===== config.mk =====
export PLATFORM = sky130hd
export DESIGN_NAME = fifo_read_ctrl
export DESIGN_NICKNAME = d
export VERILOG_FILES = /design/src/rtl/fifo_read_ctrl.sv
export SDC_FILE = /design/constraint.sdc
export NUM_CORES = 1
export LEC_CHECK = 0
export ABC_CLOCK_PERIOD_IN_PS = 12860
export CORE_MARGIN = 2
export CORE_UTILIZATION = 48
export CTS_CLUSTER_SIZE = 30
export DETAILED_ROUTE_END_ITERATION = 6
export PLACE_DENSITY = 0.88
export SLEW_MARGIN = 30
export SYNTH_ARGS = -nofsm -noshare
export SYNTH_HDL_FRONTEND = slang
export SYNTH_SLANG_ARGS = --single-unit

===== constraint.sdc =====
create_clock -name clk -period 12.86 [get_ports clk]
set_input_delay 3.858 -clock clk [delete_from_list [all_inputs] [get_ports clk]]
set_output_delay 3.858 -clock clk [all_outputs]
set_load 0.01 [all_outputs]

===== src/rtl/fifo_read_ctrl.sv =====
`default_nettype none
// ============================================================================
// Module   : fifo_read_ctrl
// Brief    : Async FIFO read-side controller with a 2-entry output buffer.
// Revision : 1.0 - initial release
// ============================================================================
module fifo_read_ctrl #(
  parameter int DATA_WIDTH = 32,
  parameter int ADDR_WIDTH = 7
) (
  input  logic                  clk,
  input  logic                  reset,
  input  logic                  flush,
  input  logic [ADDR_WIDTH:0]   wr_ptr_gray_sync,
  output logic [ADDR_WIDTH:0]   rd_ptr_gray,
  output logic [ADDR_WIDTH-1:0] read_addr,
  output logic                  read_enable,
  input  logic [DATA_WIDTH-1:0] mem_data_in,
  output logic [DATA_WIDTH-1:0] out_data,
  output logic                  out_valid,
  input  logic                  out_ready,
  output logic                  empty,
  output logic [ADDR_WIDTH:0]   fill_level
);

  localparam int c_PTR_W = ADDR_WIDTH + 1;

  logic [c_PTR_W-1:0]    r_rd_ptr_bin;
  logic [c_PTR_W-1:0]    r_rd_ptr_gray;
  logic [c_PTR_W-1:0]    w_rd_ptr_bin_nxt;
  logic [c_PTR_W-1:0]    w_wr_ptr_bin;
  logic                  r_pending;
  logic [1:0]            r_count;
  logic [DATA_WIDTH-1:0] r_head;
  logic [DATA_WIDTH-1:0] r_tail;
  logic                  w_pop;
  logic                  w_empty;
  logic                  w_issue;
  logic [2:0]            w_occupancy;

  // Bit i of a binary value is the XOR of all gray bits at or above i.
  always_comb begin
    w_wr_ptr_bin = '0;
    for (int i = 0; i < c_PTR_W; i++) begin
      w_wr_ptr_bin[i] = ^(wr_ptr_gray_sync >> i);
    end
  end

  assign w_rd_ptr_bin_nxt = r_rd_ptr_bin + {{(c_PTR_W-1){1'b0}}, 1'b1};
  assign w_empty          = (r_rd_ptr_gray == wr_ptr_gray_sync);
  assign w_pop            = out_valid & out_ready;

  // Words already held or in flight after this cycle's pop must leave a free slot.
  assign w_occupancy = {1'b0, r_count} + {2'b00, r_pending} - {2'b00, w_pop};
  assign w_issue     = !w_empty && !reset && !flush && (w_occupancy < 3'd2);

  always_ff @(posedge clk) begin
    if (reset || flush) begin
      r_rd_ptr_bin  <= '0;
      r_rd_ptr_gray <= '0;
      r_pending     <= 1'b0;
      r_count       <= 2'd0;
      r_head        <= '0;
      r_tail        <= '0;
    end else begin
      if (w_issue) begin
        r_rd_ptr_bin  <= w_rd_ptr_bin_nxt;
        r_rd_ptr_gray <= w_rd_ptr_bin_nxt ^ (w_rd_ptr_bin_nxt >> 1);
      end
      r_pending <= w_issue;
      case ({r_pending, w_pop})
        2'b10: begin
          if (r_count == 2'd0) r_head <= mem_data_in;
          else                 r_tail <= mem_data_in;
          r_count <= r_count + 2'd1;
        end
        2'b01: begin
          r_head  <= r_tail;
          r_count <= r_count - 2'd1;
        end
        2'b11: begin
          if (r_count == 2'd1) begin
            r_head <= mem_data_in;
          end else begin
            r_head <= r_tail;
            r_tail <= mem_data_in;
          end
        end
        default: ;
      endcase
    end
  end

  assign rd_ptr_gray = r_rd_ptr_gray;
  assign read_addr   = r_rd_ptr_bin[ADDR_WIDTH-1:0];
  assign read_enable = w_issue;
  assign out_valid   = (r_count != 2'd0);
  assign out_data    = (r_count != 2'd0) ? r_head : '0;
  assign empty       = w_empty;
  assign fill_level  = w_wr_ptr_bin - r_rd_ptr_bin;

  a_no_overflow_capture : assert property (@(posedge clk) disable iff (reset || flush)
    !(r_pending && (r_count == 2'd2) && !w_pop));
  a_count_bound : assert property (@(posedge clk) disable iff (reset || flush)
    r_count <= 2'd2);

endmodule
`default_nettype wire


Run 1, the metal 1 layer:
Scale bar: 20 um. Cells faint in the background.
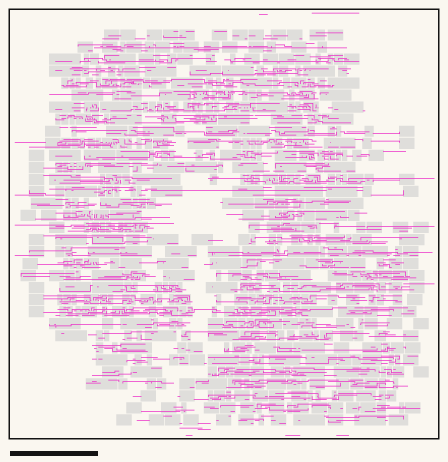
nets with wire on the layer = 586
share of all routed wire = 43%

Run 1, met2 routing:
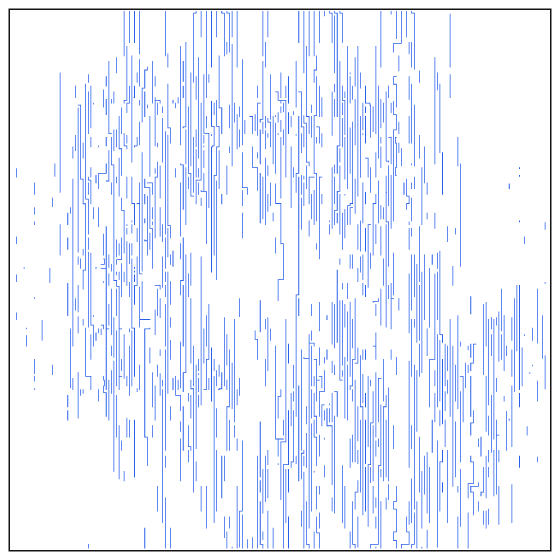
nets with wire on the layer = 522
main direction = vertical
share of all routed wire = 51%
DRT Wirelength: 10500 um
met2 Use GR: 37.6%
Via Count: 3845

==> flow_summary.yaml, run 1 <==
# synthesis and place-and-route metrics
status:
  outcome: "finished with violations"
  violations: "design-rule violations"
logic_synthesis:
  muxShareOfSynthArea_pct: 0.969
  simple_gate_share_pct: 23.1
  synth.comb.largest_family: "simple AND/OR/NAND/NOR gates"
  aoi_share_pct: 16.5
  ys_cells: 503
  avgSynthCellArea_um2: 8.21
  synth_warnings: 0
  synth_area_um2: 4130
  yosys.area_share.xor_xnor_pct: 9.21
setup_path:
  crit_path_start: "wr_ptr_gray_sync[7]"
  cp_num_buf_inv: 2
  cp-endpoint: "fill_level[6]"
  cp-end-kind: "primary output"
  cp.required_ps: 9000
  crit_path_max_fanout: 4
  cp_data_arrival_time_ps: 7250
  reg2reg_depth: 10
  cp_slowest_cell: "clkdlybuf4s50_1"
clock_tree:
  clk_pin_slew_worst_paths_ps: 90
  cts_hold_buf: 0
  htreeDepth: 3
  clock_latency_ps: 350
  cts_tree: "done"
  postCtsSetupBuffers: 0
  cts_made_buffers: 9
floorplan:
  ios: 102
  die_w_um: 96.8
  die_h_um: 96.8
layout:
  synthToLayoutAreaGrowth_pct: 30.5
  num-nets-final: 642
  num_antenna_cells: 0
  fill_cells: 663
routing:
  drt_iter0_drc: 456
  drt_pre_antenna_iters: 7
  viasPerCell: 5.56
  drc: 17
placed_design:
  placed_area_um2: 5170
  io_buffer_count: 101
  place_ws_ps: 1740
  placedCellCount: 676
timing:
  fmax_ghz: 0.0900
  fin_crit_ps: 11110
  hold_slack_ps: 458
  fin_worst_skew_ps: 12.1
  rsz0062_at_grt: "false"
  finalSetupTns_ps: 0
  finalHoldViolCount: 0
  tightest_slew_ps: 1020
  relSlewSlack_pct: 31.5
  min_period_over_period_pct: 86.4
grt:
  antenna_found_initial: 0
  track_usage_pct: 21.9
  grt_start_max_net_pins: 79
worst_hold_path:
  hold_start: "r_tail[20]"
power_and_ir_drop:
  static-leakage-power_uw: 0.00179
  p_per_area_nw_per_um2: 126
  ir_drop_v: 0.0000585
job:
  max-cap-violations: 0
Run 1, signal wires on met3:
Scale bar: 20 um.
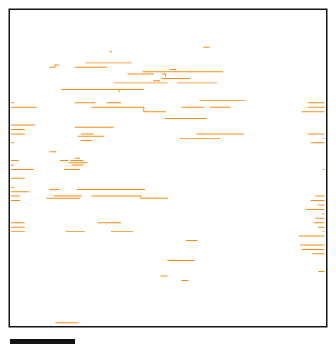
main direction = horizontal
share of all routed wire = 4.9%
wire length on this layer = 515 um
nets with wire on the layer = 65
longest straight run = 24.8 um
M3 GR Usage: 4.26%

## run 1: registers in the layout (all words and copies together) (netlist names)
register / cells
r_tail: 32
r_count: 2
rd_ptr_gray: 7
r_head: 32
r_rd_ptr_bin: 8
r_pending: 1
## run 1: area by class of cell
type,count,area (um^2),share of cell area [%]
sequential,82,1640,30.5
timing repair buffer,105,1040,19.3
tap,105,131,2.44
multi-input combinational,366,2290,42.5
clock buffer,9,124,2.30
clock inverter,6,91.3,1.69
inverter,18,67.6,1.25
## run 1: synthesized netlist by cell type (all sizes together)
cell type | number | area [um^2]
a31oi | 1 | 6.26
or2 | 2 | 12.5
inv | 17 | 63.8
a22oi | 1 | 7.51
a21oi | 39 | 195
clkinv | 1 | 3.75
xor2 | 9 | 86.3
nand3 | 5 | 25.0
ha | 14 | 175
a21o | 2 | 15.0
nand2 | 72 | 270
xnor2 | 31 | 294
nor2 | 52 | 195
nand4 | 4 | 25.0
a21boi | 1 | 7.51
o2111a | 2 | 22.5
and2 | 1 | 6.26
fa | 2 | 40.0
a221oi | 1 | 8.76
or3 | 1 | 6.26
clkbuf | 28 | 105
mux2i | 4 | 40.0
buf | 9 | 45.1
nor2b | 36 | 225
o21a | 2 | 15.0
a211oi | 4 | 30.0
o21ai | 11 | 55.1
nor3 | 35 | 175
dfxtp | 82 | 1640
a222oi | 32 | 320
nand2b | 2 | 12.5
## run 1: power breakdown
part	switching, uW	internal, uW	total (uW)
clock network	92.9	109	202
registers	8.73	268	277
logic	109	92.9	202
## run 1: layer usage
metal	GRT usage [%]	up-vias	share of wire (%)
met5	0	-	0
met4	6.18	0	0.89
met3	4.26	8	4.9
li1	-	1895	-
met2	37.6	139	51
met1	28.0	1803	43
==> run 1 -> run 2 <==
Settings changed: CTS_CLUSTER_SIZE 30 to 40.
Run 2, signal wires on met3:
Scale bar: 20 um.
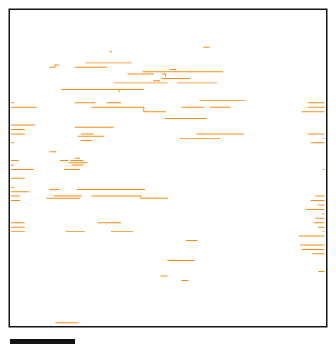
share of all routed wire = 4.9%
longest straight run = 24.8 um
main direction = horizontal
nets with wire on the layer = 65
wire length on this layer = 515 um

==> flow_summary.yaml, run 2 <==
# synthesis and place-and-route metrics
routing:
  ant_nets: 0
  viasPerCell: 5.56
  routed_wl_um: 10500
  drt_iter0_drc: 456
  drc: 17
  avgRoutedWirePerCell_um: 15.2
  route.vias.total: 3845
  drt_pre_antenna_iters: 7
timing:
  fin_crit_ps: 11110
  rsz0062_at_grt: "false"
  finalSetupTns_ps: 0
  fmax_ghz: 0.0900
  finalHoldViolCount: 0
  min_period_over_period_pct: 86.4
  tightest_slew_ps: 1020
  setup_viol: 0
  setup_ws_ps: 1750
  fin_worst_skew_ps: 12.1
  hold_slack_ps: 458
  relSlewSlack_pct: 31.5
  slew_violations: 0
clock_tree:
  cts_tree: "done"
  clk_pin_slew_worst_paths_ps: 90
  post_cts_resized: 0
  postCtsSetupBuffers: 0
  clock_latency_ps: 350
  cts_sinks: 82
  cts_hold_buf: 0
  cts_made_buffers: 9
  htreeDepth: 3
  cts_buffer_depth: 2
  root_buffer: "clkbuf_8"
floorplan:
  core_region_area_um2: 8300
  dieArea_um2: 9370
  ios: 102
  die_w_um: 96.8
  die_h_um: 96.8
  rows: 33
  floorplan.core_util_pct: 49.8
layout:
  stdcell_area_um2: 5390
  fill_cells: 663
  final_cell_mix: "101 x clkdlybuf4s50_1, 82 x dfxtp_1, 71 x nand2_1"
  finalCoreUtilization_pct: 64.9
  flop_area_um2: 1640
  drive_gt1_share_pct: 5.12
  fin_cells: 691
  num_antenna_cells: 0
  lay_top_count: "clkdlybuf4s50_1"
  reg.largest.list: "r_head: 32 flops, r_tail: 32 flops, r_rd_ptr_bin: 8 flops"
  comb_area_um2: 2290
  synthToLayoutAreaGrowth_pct: 30.5
  num-nets-final: 642
worst_hold_path:
  hold_path_class: "reg -> reg"
power_and_ir_drop:
  p_per_area_nw_per_um2: 126
  finalPower_uw: 680
  ir_drop_v: 0.0000585
  static-leakage-power_uw: 0.00179
placed_design:
  dpl.hpwl_um: 7040
  placedCellCount: 676
  gp_congestion: 0.914
  place_ws_ps: 1740
  io_buffer_count: 101
  placed_area_um2: 5170
logic_synthesis:
  common_cells: "82 x dfxtp_1, 72 x nand2_1, 52 x nor2_1"
  synth-async-reset-ratio_pct: 0
  ys_seq_share_pct: 39.7
  ys.flop_type: "dfxtp_1"
  netlist_instances: 503
  largest_area_cell: "dfxtp_1"
  ys_area_um2: 4130
  syn_nets: 563
  yosys-top-cells-area: "dfxtp_1 40%, a222oi_1 7.8%, nand2_1 6.5%"
  edf_count: 0
  avgSynthCellArea_um2: 8.21
  yosys.cell_types.count: 36
  yosysMostFrequentCell: "dfxtp_1"
  synth-seq-cells: 82
  synth_warnings: 0
  synth_area_um2: 4130
  ys_cells: 503
  yosys.area.top_type_share_pct: 39.7
status:
  outcome: "finished with violations"
  violations: "design-rule violations"
setup_path:
  crit_path_max_fanout: 4
  slowest_delay_ps: 550
  path_cells: "clkdlybuf4s50_1, xor2_2, xnor2_2, xnor2_2, xnor2_2, xor2_1, ha_1, fa_1, nor2b_1, o21ai_0, nand2b_1, a21o_1, a21oi_1, xnor2_1, clkdlybuf4s50_1"
  critPathTopFamily: "XOR/XNOR gates"
  cp_data_arrival_time_ps: 7250
  crit_top_cell: "xnor2_2"
  critPathKind: "in -> out"
  cp_slowest_cell: "clkdlybuf4s50_1"
  cp_num_buf_inv: 2
  cp-end-kind: "primary output"
  worstSetupStartpointType: "input port"
  cp.required_ps: 9000
grt:
  overflow: 0
  grt_first_pass_wirelength_um: 17200
  grt_pass1_vias: 3577
  track_usage_pct: 21.9
  grt_start_max_net_pins: 79
  antenna_found_initial: 0
job:
  max-cap-violations: 0
  warnings: 29
## run 2: cell counts after synthesis
No cell type changed its count.
## run 2: cell families (layout without fill, tap and decap cells)
kind of cell,after synthesis,in the layout,synth area share [%]
simple gates,210,210,23.1
xor+xnor,40,40,9.21
buf+inv,55,138,5.27
fa+ha+maj,16,16,5.21
compound gates,96,96,16.5
mux,4,4,0.969
flops,82,82,39.7
## run 2: per-layer routing
layer / vias to the layer above / routed length [um] / GRT usage (%)
met5: - / 0 / 0
met4: 0 / 93 / 6.18
met3: 8 / 515 / 4.26
met2: 139 / 5380 / 37.6
met1: 1803 / 4490 / 28.0
li1: 1895 / - / -
## run 2: final cells by class
class	instances	area share, %
Clock buffer	9	2.30
Clock inverter	6	1.69
Inverter	18	1.25
Multi-Input combinational cell	366	42.5
Sequential cell	82	30.5
Tap cell	105	2.44
Timing Repair Buffer	105	19.3
## run 2: final timing paths
path                       startpoint             to  slack, ps  cells past startpoint
setup / recovery  wr_ptr_gray_sync[7]  fill_level[6]       1750                     15
hold / removal             r_tail[20]     r_tail[20]        460                      2
setup reg to reg           r_count[1]      r_tail[2]       8910                     10
hold reg to reg            r_tail[20]     r_tail[20]        460                      2
## run 2: worst min-delay path, cell delays in order, from the launching register on
cell	delay, ps
dfxtp_1	320
nand2_1	50
a21oi_1	50
## run 2: report_power, final
part | total (uW) | switching, uW | internal, uW
clock network | 202 | 92.9 | 109
registers | 277 | 8.73 | 268
logic | 202 | 109 | 92.9
Power and IR drop assume default switching activity.
